## src/rtl/fetch_sequencer_pkg.sv

```systemverilog
// Shared CPU front-end definitions: fetch FSM encoding and redirect priority slots.
package fetch_sequencer_pkg;

    typedef enum logic {
        ST_IDLE = 1'b0,
        ST_WAIT = 1'b1
    } fetch_state_e;

    // Bit positions in the redirect grant vector; a higher index wins.
    localparam int unsigned RDIR_N   = 3;
    localparam int unsigned RDIR_EXC = 2;
    localparam int unsigned RDIR_IRQ = 1;
    localparam int unsigned RDIR_BR  = 0;

endpackage

```

## src/rtl/fetch_sequencer_arbiter.sv

```systemverilog
// Fixed-priority redirect select (exception > interrupt > branch) with word-aligned target.
module redirect_arbiter
    import fetch_sequencer_pkg::*;
(
    input  logic              exc_req_i,
    input  logic              irq_req_i,
    input  logic              br_req_i,
    input  logic [31:0]       exc_vector_i,
    input  logic [31:0]       irq_vector_i,
    input  logic [31:0]       br_target_i,
    output logic              any_o,
    output logic [RDIR_N-1:0] gnt_o,
    output logic [31:0]       target_o
);

    always_comb begin
        gnt_o    = '0;
        target_o = '0;
        if (exc_req_i) begin
            gnt_o[RDIR_EXC] = 1'b1;
            target_o        = exc_vector_i;
        end else if (irq_req_i) begin
            gnt_o[RDIR_IRQ] = 1'b1;
            target_o        = irq_vector_i;
        end else if (br_req_i) begin
            gnt_o[RDIR_BR] = 1'b1;
            target_o       = br_target_i;
        end
        target_o[1:0] = 2'b00;
    end

    assign any_o = exc_req_i | irq_req_i | br_req_i;

endmodule

```

## src/rtl/fetch_sequencer.sv

```systemverilog
// Two-state instruction fetch sequencer with a one-entry fetch buffer and PC redirect control.
module fetch_sequencer
    import fetch_sequencer_pkg::*;
#(
    parameter int unsigned WAIT_TIMEOUT = 16
) (
    input  logic        clk,
    input  logic        rst,
    input  logic [31:0] pc_in,
    output logic        pc_stall,
    output logic        pc_branch_taken,
    output logic [31:0] pc_branch_target,
    input  logic        exc_req,
    input  logic        irq_req,
    input  logic        br_req,
    input  logic [31:0] exc_vector,
    input  logic [31:0] irq_vector,
    input  logic [31:0] br_target,
    output logic        exc_ack,
    output logic        irq_ack,
    output logic        br_ack,
    output logic        imem_req,
    output logic [31:0] imem_addr,
    input  logic        imem_ready,
    input  logic [31:0] imem_rdata,
    input  logic        pipe_stall,
    output logic        fetch_valid,
    output logic [31:0] fetch_pc,
    output logic [31:0] fetch_instr,
    output logic        flush,
    output logic        fetch_err
);

    localparam logic [7:0] CNT_LAST = 8'(WAIT_TIMEOUT - 1);

    fetch_state_e state_q, state_d;
    logic         req_q, req_d;
    logic [31:0]  addr_q, addr_d;
    logic         fv_q, fv_d;
    logic [31:0]  fpc_q, fpc_d;
    logic [31:0]  finstr_q, finstr_d;
    logic [7:0]   cnt_q, cnt_d;

    logic              rd_any;
    logic [RDIR_N-1:0] rd_gnt;
    logic [31:0]       rd_target;
    logic              consume;

    redirect_arbiter u_arb (
        .exc_req_i    (exc_req),
        .irq_req_i    (irq_req),
        .br_req_i     (br_req),
        .exc_vector_i (exc_vector),
        .irq_vector_i (irq_vector),
        .br_target_i  (br_target),
        .any_o        (rd_any),
        .gnt_o        (rd_gnt),
        .target_o     (rd_target)
    );

    assign consume = fv_q & ~pipe_stall;

    always_comb begin
        state_d         = state_q;
        req_d           = req_q;
        addr_d          = addr_q;
        fv_d            = fv_q;
        fpc_d           = fpc_q;
        finstr_d        = finstr_q;
        cnt_d           = cnt_q;
        pc_stall        = 1'b1;
        pc_branch_taken = 1'b0;
        flush           = 1'b0;
        fetch_err       = 1'b0;
        exc_ack         = 1'b0;
        irq_ack         = 1'b0;
        br_ack          = 1'b0;

        if (consume) fv_d = 1'b0;

        unique case (state_q)
            ST_IDLE: begin
                if (rd_any) begin
                    pc_branch_taken = 1'b1;
                    pc_stall        = 1'b0;
                    flush           = 1'b1;
                    exc_ack         = rd_gnt[RDIR_EXC];
                    irq_ack         = rd_gnt[RDIR_IRQ];
                    br_ack          = rd_gnt[RDIR_BR];
                    fv_d            = 1'b0;
                end else if (!fv_q || consume) begin
                    addr_d  = pc_in;
                    req_d   = 1'b1;
                    cnt_d   = '0;
                    state_d = ST_WAIT;
                end
            end
            ST_WAIT: begin
                if (imem_ready) begin
                    req_d   = 1'b0;
                    state_d = ST_IDLE;
                    // A pending redirect makes this word stale; drop it and keep the PC.
                    if (!rd_any) begin
                        fv_d     = 1'b1;
                        fpc_d    = addr_q;
                        finstr_d = imem_rdata;
                        pc_stall = 1'b0;
                    end
                end else if (cnt_q == CNT_LAST) begin
                    fetch_err = 1'b1;
                    req_d     = 1'b0;
                    state_d   = ST_IDLE;
                end else begin
                    cnt_d = cnt_q + 8'd1;
                end
            end
            default: state_d = ST_IDLE;
        endcase

        if (rst) begin
            pc_stall        = 1'b1;
            pc_branch_taken = 1'b0;
            flush           = 1'b0;
            fetch_err       = 1'b0;
            exc_ack         = 1'b0;
            irq_ack         = 1'b0;
            br_ack          = 1'b0;
        end
    end

    assign pc_branch_target = rst ? 32'h0 : rd_target;

    always_ff @(posedge clk) begin
        if (rst) begin
            state_q  <= ST_IDLE;
            req_q    <= 1'b0;
            addr_q   <= '0;
            fv_q     <= 1'b0;
            fpc_q    <= '0;
            finstr_q <= '0;
            cnt_q    <= '0;
        end else begin
            state_q  <= state_d;
            req_q    <= req_d;
            addr_q   <= addr_d;
            fv_q     <= fv_d;
            fpc_q    <= fpc_d;
            finstr_q <= finstr_d;
            cnt_q    <= cnt_d;
        end
    end

    assign imem_req    = req_q;
    assign imem_addr   = addr_q;
    assign fetch_valid = fv_q;
    assign fetch_pc    = fpc_q;
    assign fetch_instr = finstr_q;

endmodule

```

## config.mk

```make
export PLATFORM = sky130hd
export DESIGN_NAME = fetch_sequencer
export DESIGN_NICKNAME = d
export VERILOG_FILES = /design/src/rtl/fetch_sequencer_pkg.sv /design/src/rtl/fetch_sequencer_arbiter.sv /design/src/rtl/fetch_sequencer.sv
export SDC_FILE = /design/constraint.sdc
export NUM_CORES = 1
export LEC_CHECK = 0
export ABC_CLOCK_PERIOD_IN_PS = 2100
export CORE_MARGIN = 4
export CORE_UTILIZATION = 30
export DETAILED_ROUTE_END_ITERATION = 7
export PLACE_DENSITY = 0.73
export SLEW_MARGIN = 20
export SYNTH_ARGS = -nofsm -noshare
export SYNTH_HDL_FRONTEND = slang
export SYNTH_SLANG_ARGS = --single-unit
```

## constraint.sdc

```tcl
create_clock -name clk -period 2.1 [get_ports clk]
set_clock_uncertainty 0.05 [all_clocks]
set_input_delay 0.42 -clock clk [delete_from_list [all_inputs] [get_ports clk]]
set_output_delay 0.42 -clock clk [all_outputs]
set_load 0.02 [all_outputs]
```

Figure 1. The metal 1 layer.
Scale bar: 50 um.
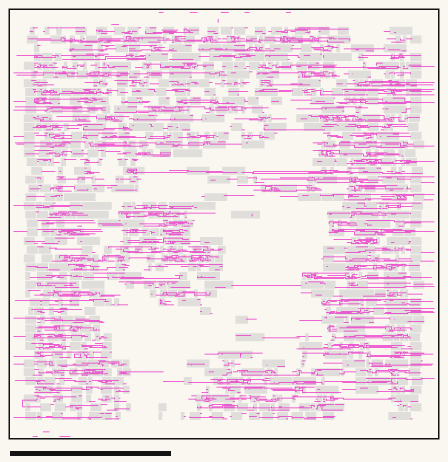
main direction: horizontal
wire length on this layer: 6,950 um
share of all routed wire: 39%
fraction of met1 tracks used by global routing: 0.214
number of vias after detailed routing: 5,400
wire length reported by the detailed router: 17.7 mm

Figure 2. Metal 2.
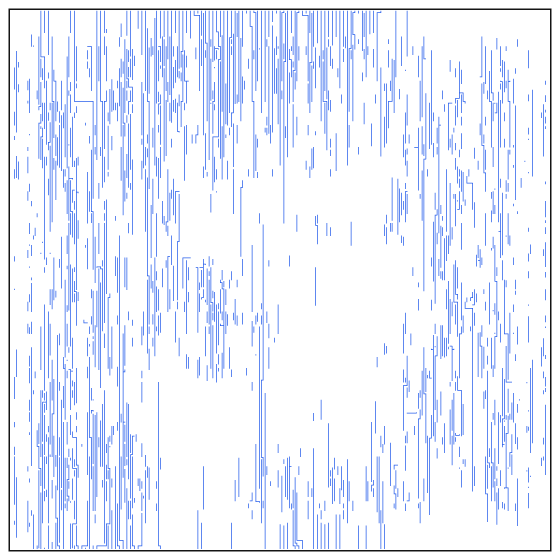
nets with wire on the layer: 876
longest straight run: 75.0 um
met2 GRT Util: 0.319

==> qor.log <==
qor: logic_synthesis.netlist_top_cells_count sky130_fd_sc_hd__nand2_1 (200), sky130_fd_sc_hd__dfxtp_1 (107), sky130_fd_sc_hd__a21oi_1 (104)
qor: layout.final_layout_top_logic_cells sky130_fd_sc_hd__clkdlybuf4s50_1 (254), sky130_fd_sc_hd__nand2_1 (200), sky130_fd_sc_hd__dfxtp_1 (107)
qor: logic_synthesis.syn-mean-instance-area 7.66 um^2
qor: timing.relSlewSlack 0.509
qor: drt.drt_pass1_iterations 6
qor: grt.grt_first_pass_wirelength 26.8 mm
qor: grt.pin_count_of_the_biggest_net_entering_global_routing 65
qor: pwr.power_leader sequential cells
qor: setup_path.critical_path.endpoint_type output pin
qor: drt.drtIter0Drc 255
qor: floorplan.rows 45
qor: logic_synthesis.synthTopCellsByArea sky130_fd_sc_hd__dfxtp_1 (46%), sky130_fd_sc_hd__nand2_1 (16%), sky130_fd_sc_hd__a21oi_1 (11%), sky130_fd_sc_hd__a221oi_1 (5.4%), sky130_fd_sc_hd__nor2b_1 (4.0%)
qor: logic_synthesis.synth.mux.area_fraction 0.00214
qor: timing.setup-tns-final 0 ns
qor: floorplan.top_level_ports 304
qor: timing.slew_violations 0
qor: logic_synthesis.synth_top_flop_cell sky130_fd_sc_hd__dfxtp_1
qor: logic_synthesis.synthXorXnorAreaFrac 0
qor: floorplan.coreArea 0.0153 mm^2
qor: logic_synthesis.synth-area-yosys 0.00468 mm^2
qor: pwr.comb_power_share 0.182
qor: setup_path.critical_path.max_fanout 11
qor: pwr.post-layout-total-power 4.69 mW
qor: run_status.status finished clean
qor: setup_path.regToRegEndpoint fetch_pc[27]
qor: pwr.pwr-share-clk 0.377
qor: logic_synthesis.post_synthesis_cell_type_count 39
qor: pwr.p_clk 1.77 mW
qor: timing.max_freq 501 MHz
qor: timing.timing.final.crit_period 2.00 ns
qor: placement.gp_routability_congestion 0.801
qor: pwr.total_internal_power 3.49 mW
qor: layout.final_common_cell sky130_fd_sc_hd__clkdlybuf4s50_1
qor: cts.htreeDepth 3
qor: pwr.static-leakage-power 3.02 nW
qor: worst_hold_path.holdPathStages 2
qor: logic_synthesis.post_synth_ao_oa_area_fraction 0.189
qor: floorplan.floorplanUtilization 0.307
==> routing by layer <==
| metal | vias up | global-route usage | routed length (um) |
|---|---|---|---|
| met5 | - | 0 | 0 |
| met4 | 0 | 0.0687 | 485 |
| met3 | 32 | 0.0791 | 1680 |
| met2 | 234 | 0.319 | 8570 |
| met1 | 2443 | 0.214 | 6950 |
| li1 | 2691 | - | - |
==> registers in the layout, indices dropped and copies added, names as in the netlist <==
name and flops:
fetch_instr 32, imem_req 1, fetch_pc 32, imem_addr 32
fetch_valid 1, cnt_q 8, state_q 1
==> area by class of cell <==
type	count	area, um^2
Multi-Input combinational cell	446	2310
Sequential cell	107	2140
Tap cell	211	264
Timing Repair Buffer	353	3380
Clock inverter	7	83.8
Fill cell	1446	6840
Clock buffer	9	225
Inverter	2	7.51
No activity file was given, so power comes from the tool's default toggle rates.
